[config.mk]
export PLATFORM = sky130hd
export DESIGN_NAME = out_regs_sequencer
export DESIGN_NICKNAME = d
export VERILOG_FILES = /design/src/rtl/out_regs_sequencer.sv
export SDC_FILE = /design/constraint.sdc
export NUM_CORES = 1
export LEC_CHECK = 0
export CAP_MARGIN = 40
export CORE_AREA = 2 2 69 71
export CTS_BUF_LIST = sky130_fd_sc_hd__clkbuf_4 sky130_fd_sc_hd__clkbuf_8
export DETAILED_ROUTE_END_ITERATION = 10
export DIE_AREA = 0 0 71 73
export PLACE_DENSITY = 0.8
export SETUP_SLACK_MARGIN = 0.2
export SYNTH_ARGS = -nofsm -noshare
export SYNTH_HDL_FRONTEND = slang
export SYNTH_SLANG_ARGS = --single-unit
[constraint.sdc]
create_clock -name CLK -period 1.9 [get_ports CLK]
set_input_delay 0.38 -clock CLK [delete_from_list [all_inputs] [get_ports CLK]]
set_output_delay 0.38 -clock CLK [all_outputs]
set_load 0.01 [all_outputs]
[src/rtl/out_regs_sequencer.sv]
`default_nettype none
// ============================================================================
// Module  : out_regs_sequencer
// Purpose : Sequences commands onto 16 8-bit output registers and their
//           per-channel output enables. Optional shadow readback when
//           OUT_SEQ_SHADOW_EN is defined.
// Rev     : 1.0
// ============================================================================
module out_regs_sequencer (
    input  logic        CLK,
    input  logic        CLR,
    input  logic        cmd_valid,
    output logic        cmd_ready,
    input  logic [1:0]  cmd_op,
    input  logic [3:0]  cmd_addr,
    input  logic [7:0]  cmd_data,
    output logic [7:0]  reg_data,
    output logic [15:0] reg_sel,
    output logic        reg_clr,
    output logic [15:0] dir_en,
    output logic        busy
`ifdef OUT_SEQ_SHADOW_EN
    ,
    input  logic [3:0]  rd_addr,
    output logic [7:0]  rd_data
`endif
);

    typedef enum logic [2:0] {
        IDLE   = 3'd0,
        SETUP  = 3'd1,
        STROBE = 3'd2,
        HOLD   = 3'd3,
        CLRP   = 3'd4
    } state_t;

    localparam logic [1:0] OP_WRITE  = 2'b00;
    localparam logic [1:0] OP_SET_EN = 2'b01;
    localparam logic [1:0] OP_CLR_EN = 2'b10;
    localparam logic [1:0] OP_SCLR   = 2'b11;

    state_t     state;
    logic [3:0] addr_q;
    logic       clr_second;

    assign cmd_ready = (state == IDLE) && !CLR;
    assign busy      = (state != IDLE);

    always_ff @(posedge CLK) begin
        if (CLR) begin
            state      <= IDLE;
            addr_q     <= 4'd0;
            clr_second <= 1'b0;
            reg_data   <= 8'd0;
            reg_sel    <= 16'd0;
            reg_clr    <= 1'b0;
            dir_en     <= 16'd0;
        end else begin
            case (state)
                IDLE: begin
                    if (cmd_valid) begin
                        case (cmd_op)
                            OP_WRITE: begin
                                reg_data <= cmd_data;
                                addr_q   <= cmd_addr;
                                state    <= SETUP;
                            end
                            OP_SET_EN: dir_en[cmd_addr] <= 1'b1;
                            OP_CLR_EN: dir_en[cmd_addr] <= 1'b0;
                            OP_SCLR: begin
                                reg_clr    <= 1'b1;
                                clr_second <= 1'b0;
                                state      <= CLRP;
                            end
                            default: state <= IDLE;
                        endcase
                    end
                end
                SETUP: begin
                    reg_sel <= 16'h0001 << addr_q;
                    state   <= STROBE;
                end
                STROBE: begin
                    reg_sel <= 16'd0;
                    state   <= HOLD;
                end
                HOLD: state <= IDLE;
                // Two-cycle clear pulse: the flag marks the second cycle.
                CLRP: begin
                    if (clr_second) begin
                        reg_clr    <= 1'b0;
                        clr_second <= 1'b0;
                        state      <= IDLE;
                    end else begin
                        clr_second <= 1'b1;
                    end
                end
                default: begin
                    reg_sel <= 16'd0;
                    reg_clr <= 1'b0;
                    state   <= IDLE;
                end
            endcase
        end
    end

`ifdef OUT_SEQ_SHADOW_EN
    logic [7:0] shadow [16];

    always_ff @(posedge CLK) begin
        if (CLR || (state == IDLE && cmd_valid && cmd_op == OP_SCLR)) begin
            for (int i = 0; i < 16; i++) begin
                shadow[i] <= 8'd0;
            end
        end else if (state == STROBE) begin
            shadow[addr_q] <= reg_data;
        end
    end

    assign rd_data = shadow[rd_addr];
`endif

endmodule
`default_nettype wire

Run 1, congestion heat map:
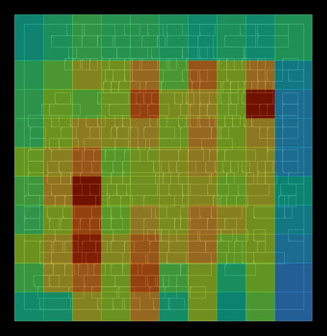
fin util: 0.6505
met3 capacity usage during global routing: 0.05525

Run 1, sequential cells colored by netlist name:
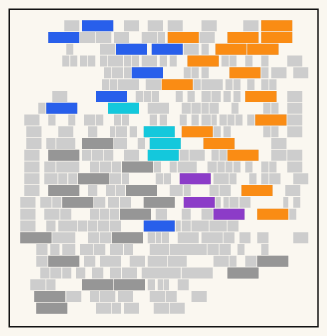
| netlist name | color | flops |
|---|---|---|
| addr_q | cyan | 4 |
| state | purple | 3 |
| reg_data | blue | 8 |
| reg_sel | orange | 16 |

Run 1, signal wires on met3:
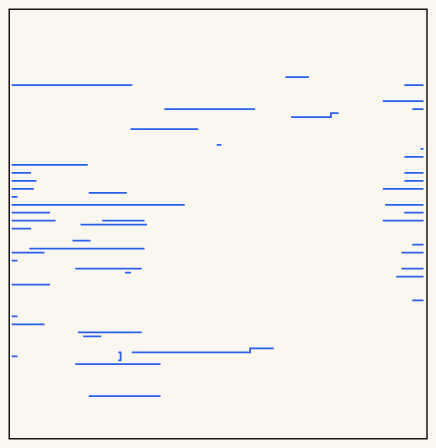
main direction: horizontal
nets with wire on the layer: 44

Run 1, I/O pins on the die edge:
Pins as bars across the die edge, other pins in gray.
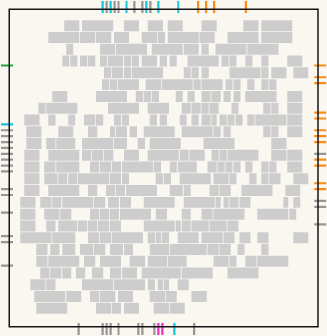
| port | color | pins | direction | edge |
|---|---|---|---|---|
| reg_sel | orange | 16 | output | 12 east, 4 north |
| reg_data | cyan | 8 | output | 6 north, 1 west, 1 south |
| cmd_op | magenta | 2 | input | south |
| CLK | green | 1 | input | west |
all pins by edge: 16 west, 16 east, 16 north, 12 south

==> results.txt, run 1 <==
Notes on the flow run.

- The layer carrying the most global-route usage is met2, for reference.
- The worst hold path passes through 2 cells.
- The net count entering floorplan is 255, for reference.
- The worst voltage drop across the vdd grid is 377.1 uV, for reference.
- For this run the detailed placement stage logged an HPWL of 3.733 mm.
- The cell type with the largest total area after synthesis is dfxtp_1, for reference.
- The final-stage net count is 322, for reference.
- The final non-filler cell total is 357, for reference.
- The internal power summed over all cells is 1.479 mW, for reference.
- The mux cell area share after synthesis is 0.01064, for reference.
- The biggest slice of the area belongs to combinational gates.
- The achievable frequency is 0.6071 GHz, for reference.
- Across every metal layer, demand over resource in global routing totals 0.2124.
- The number of sequential cells in the layout is 49, for reference.
- The type of origin of the critical path is an input port, for reference.
- The flop and latch count out of synthesis is 49, for reference.
- Leaving out buffers and inverters, the combinational logic in the layout accounts for 1050 um^2.
- The power drawn by the sequential cells is 1.07 mW, for reference.
- The remaining routing DRC violations is 0, for reference.
- The overall power is 2.030 mW, for reference.
- For the worst-skew pair, the clock arrives at the later sink with an insertion delay of 310 ps.
- The clock skew after layout is 8.764 ps, for reference.
- The script computed the net switching share of total power as 0.2713.
- The commonest cells after synthesis are dfxtp_1, a21oi_1, nand3_1.
- The library cell used most frequently in the layout, excluding fill and tap cells, is clkdlybuf4s50_1.
- The report counts max-capacitance violations totalling 0.
- The maximum number of pins on one net before global-route repair is 50, for reference.
- The via count of the first global-routing pass is 1876.
- The cell area after synthesis is 2116 um^2, for reference.
- Looking at hold timing, the worst path starts from reg_sel[12].
- The flow ran to the end, and the final reports show no timing, DRC or antenna violations.
- The clock buffer count from CTS is 5, for reference.
- The number of setup buffers added after CTS is 0, for reference.
- The timing report notes that buffer and inverter cells on the critical path total 3.
- The script logs the ratio of routed vias to standard cells as 5.672.
- RePlAce ended its routability-driven mode at a weighted congestion of 0.8306.
- The CTS sink count is 49, for reference.
- Summed over the clock group, the power is 0.630 mW.
- The die width is 71 um, for reference.
- The capture point of the worst register-to-register path is recorded as reg_data[6].
- The total number of yosys warnings is 0, for reference.
- The routed length on met2 is 2.680 mm, for reference.
- According to the floorplan log, the row count is 25.
- The net switching power in the latest report is 0.5508 mW.
- The number of I/O port buffers is 59, for reference.
- The final routed wirelength across all metal layers is 5.442 mm, for reference.
- In this run, placement finished with an instance count of 349.
- The post-layout period usage of the worst path is 0.8669, for reference.
Run 1, routed metal, one color a layer:
Only two layers are drawn.
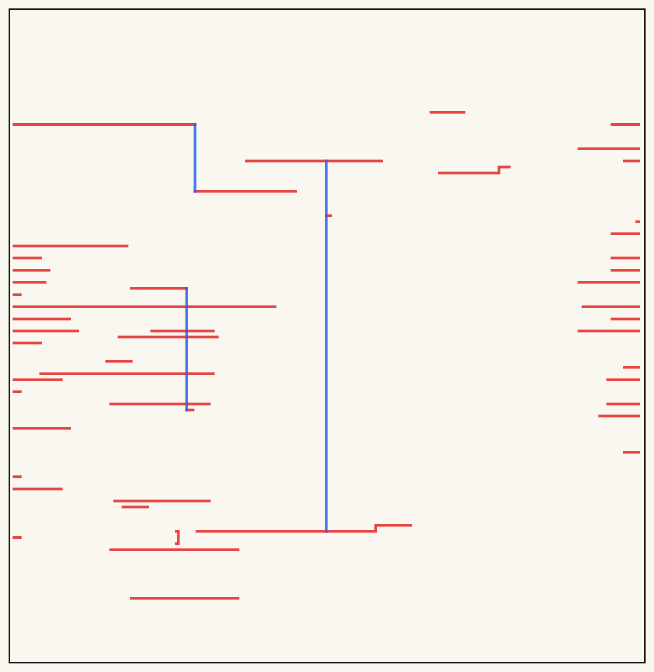

==> inputs of run 2 (changes only) <==
--- a/config.mk
+++ b/config.mk
@@ -6,11 +6,12 @@
 export NUM_CORES = 1
 export LEC_CHECK = 0
 export CAP_MARGIN = 40
-export CORE_AREA = 2 2 69 71
-export CTS_BUF_LIST = sky130_fd_sc_hd__clkbuf_4 sky130_fd_sc_hd__clkbuf_8
+export CORE_AREA = 2 2 71 73
+export CTS_CLUSTER_SIZE = 16
 export DETAILED_ROUTE_END_ITERATION = 10
-export DIE_AREA = 0 0 71 73
-export PLACE_DENSITY = 0.8
+export DIE_AREA = 0 0 73 75
+export MAX_ROUTING_LAYER = met4
+export PLACE_DENSITY = 0.76
 export SETUP_SLACK_MARGIN = 0.2
 export SYNTH_ARGS = -nofsm -noshare
 export SYNTH_HDL_FRONTEND = slang
Run 2, routed metal, one color a layer:
Only two layers are drawn.
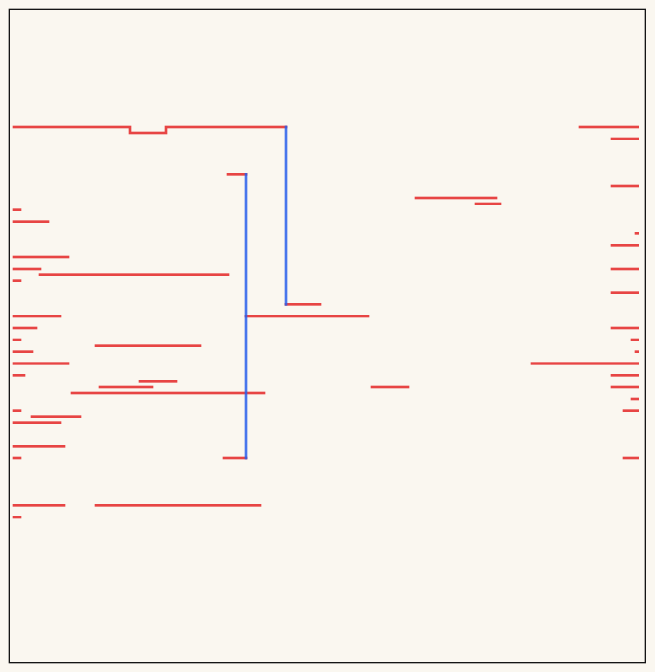
| layer | color | wire length |
|---|---|---|
| met4 | blue | 53.0 um |
| met3 | red | 261 um |

==> run 2 against run 1 <==
Effect of this change:
- flip-flop count unchanged
- die size increased by 5.6%
- maximum frequency increased by 0.83%
- worst hold slack about the same
- sequential share of layout area decreased by 0.11 points
- clock power increased by 16%
- cell area increased by 0.34%
- largest power group unchanged
==> results.txt, run 2 <==
Notes on the flow run.

- The global-route usage over all layers is 0.2161, for reference.
- Summing every instance area after synthesis gives 2116 um^2.
- The script reports the combined buffer and inverter count of the critical path as 1.
- Counting instances, the worst hold path has a depth of 2.
- The number of setup buffers added after CTS is 0, for reference.
- The routing usage on met3 is 0.03882, for reference.
- The flow ran to the end, and the final reports show no timing, DRC or antenna violations.
- Timing would allow up to 0.6121 GHz.
- The final non-filler cell total is 354, for reference.
- The number of sequential cells in the layout is 49, for reference.
- The count of buffers added on input and output ports is 59.
- Per the hold report, the tightest min-delay path originates at reg_data[4].
- The layout report lists the multi-input gate area as 1055 um^2.
- Counting the buffers created by CTS gives 5.
- The routed length on met2 is 2.682 mm, for reference.
- Ranked by instance count, the synthesized netlist is headed by dfxtp_1, a21oi_1, nand3_1.
- The end of the worst register-to-register path is reg_data[1], for reference.
- The power drawn by the sequential cells is 1.07 mW, for reference.
- The total number of yosys warnings is 0, for reference.
- Dividing the detail-routed via count by the number of cells gives 5.653.
- The script extracted a net switching power of 0.5432 mW.
- The internal power summed over all cells is 1.588 mW, for reference.
- For this run, the post-layout net count is 320.
- According to the floorplan log, the row count is 25.
- Entering global routing, the biggest net connects 50 pins.
Run 2, signal wires on met3:
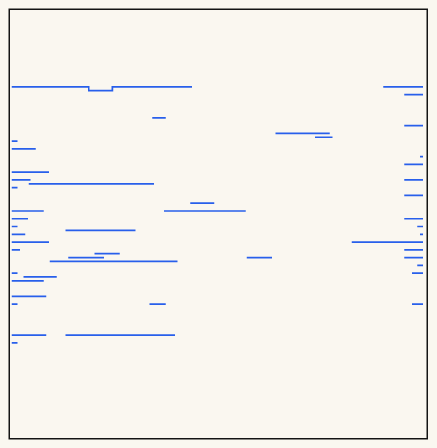

==> inputs of run 3 (changes only) <==
--- a/config.mk
+++ b/config.mk
@@ -6,12 +6,14 @@
 export NUM_CORES = 1
 export LEC_CHECK = 0
 export CAP_MARGIN = 40
-export CORE_AREA = 2 2 71 73
+export CELL_PAD_IN_SITES_DETAIL_PLACEMENT = 1
+export CELL_PAD_IN_SITES_GLOBAL_PLACEMENT = 2
+export CORE_AREA = 2 2 116 73
 export CTS_CLUSTER_SIZE = 16
 export DETAILED_ROUTE_END_ITERATION = 10
-export DIE_AREA = 0 0 73 75
+export DIE_AREA = 0 0 118 75
 export MAX_ROUTING_LAYER = met4
-export PLACE_DENSITY = 0.76
+export PLACE_DENSITY_LB_ADDON = 0.1
 export SETUP_SLACK_MARGIN = 0.2
 export SYNTH_ARGS = -nofsm -noshare
 export SYNTH_HDL_FRONTEND = slang
Run 3, signal wires on met3:
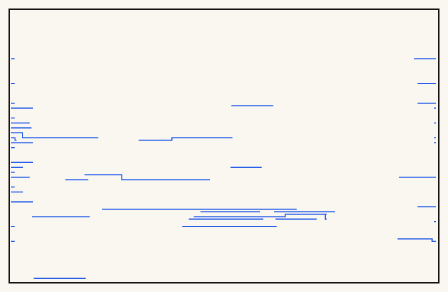
main direction: horizontal
share of all routed wire: 5.8%
wire length on this layer: 418 um
longest straight run: 53.4 um

==> run 3 against run 2 <==
Effect of this change:
- flip-flop count unchanged
- routed wire length is 30% higher
- global-route usage fell by 4.8 points
- cell count up 17%
- non-clock buffer count increased by 7
- via count increased by 4.9%
- cell area increased by 7.1%
- critical path depth rose by 4
- highest routed layer unchanged
- clock skew down 2.8 ps
- die size increased by 62%
==> results.txt, run 3 <==
Notes on the flow run.

- Cell internal power was estimated by the tool at 1.749 mW.
- The finished design was reported to have a net count of 327.
- Summed over all nets, the half-perimeter wirelength after detailed placement is 5.116 mm.
- For this run, the share of the core covered by cells in the final layout is 0.4105.
- The global placer's final weighted congestion is 0.8014, for reference.
- In this run the most critical hold path is launched from reg_sel[1].
- Yosys reports that the most numerous cell types are dfxtp_1, a21oi_1, nand3_1.
- For this run, the number of standard cells in the final layout without fillers is 415.
- The number of cells after detailed placement is 406, for reference.
- The number of max-cap violations is 0, for reference.
- The script computed the net switching share of total power as 0.2497.
- Leaving out buffers and inverters, the combinational logic in the layout accounts for 1087 um^2.
- The clock network power is 0.877 mW, for reference.
- The clock buffer count from CTS is 5, for reference.
- The cell area after synthesis is 2116 um^2, for reference.
- The worst register-to-register path ends at reg_data[7].
- The largest total area in the synthesized netlist belongs to dfxtp_1.
- After synthesis the netlist holds a flip-flop and latch count of 49.
- For this run, the total global-route usage over all layers was measured as 0.1682.
- Per report_power, the Sequential row totals 1.07 mW.
- Entering global routing, the biggest net connects 50 pins.
- In this run the VDD rail shows a maximum IR drop of 344.4 uV.
- The run finished with clean final reports.
- The achievable frequency is 0.6044 GHz, for reference.
- The synthesis report lists the Yosys warning total as 0.
- Looking at the post-CTS report, the setup buffer insertion count equals 0.
- Among all cell classes, the greatest summed area belongs to combinational gates.
- Using the TritonRoute via totals, the vias-per-cell ratio works out to 5.060.
- At the later pin of the worst-skew pair, clock insertion delay measures 280 ps.
- The type of origin of the critical path is an input port, for reference.
- Along the worst hold path, the cell count comes to 2.
- After synthesis, the share of cell area in mux cells is 0.01064.
- Counting only logic cells after layout, the most numerous master is clkdlybuf4s50_1.
- The net switching power figure is 0.5821 mW, for reference.
- The script extracted a total leakage power of 1.097 nW.
- In the finished design the tool counted flip-flops and latches totalling 49.
- The routed length on met2 is 2.582 mm, for reference.
- met3 track demand over resource after global routing is 0.03864.
- The count of buffers added on input and output ports is 59.
- The CTS sink count is 49, for reference.
No activity file was given, so power comes from the tool's default toggle rates.
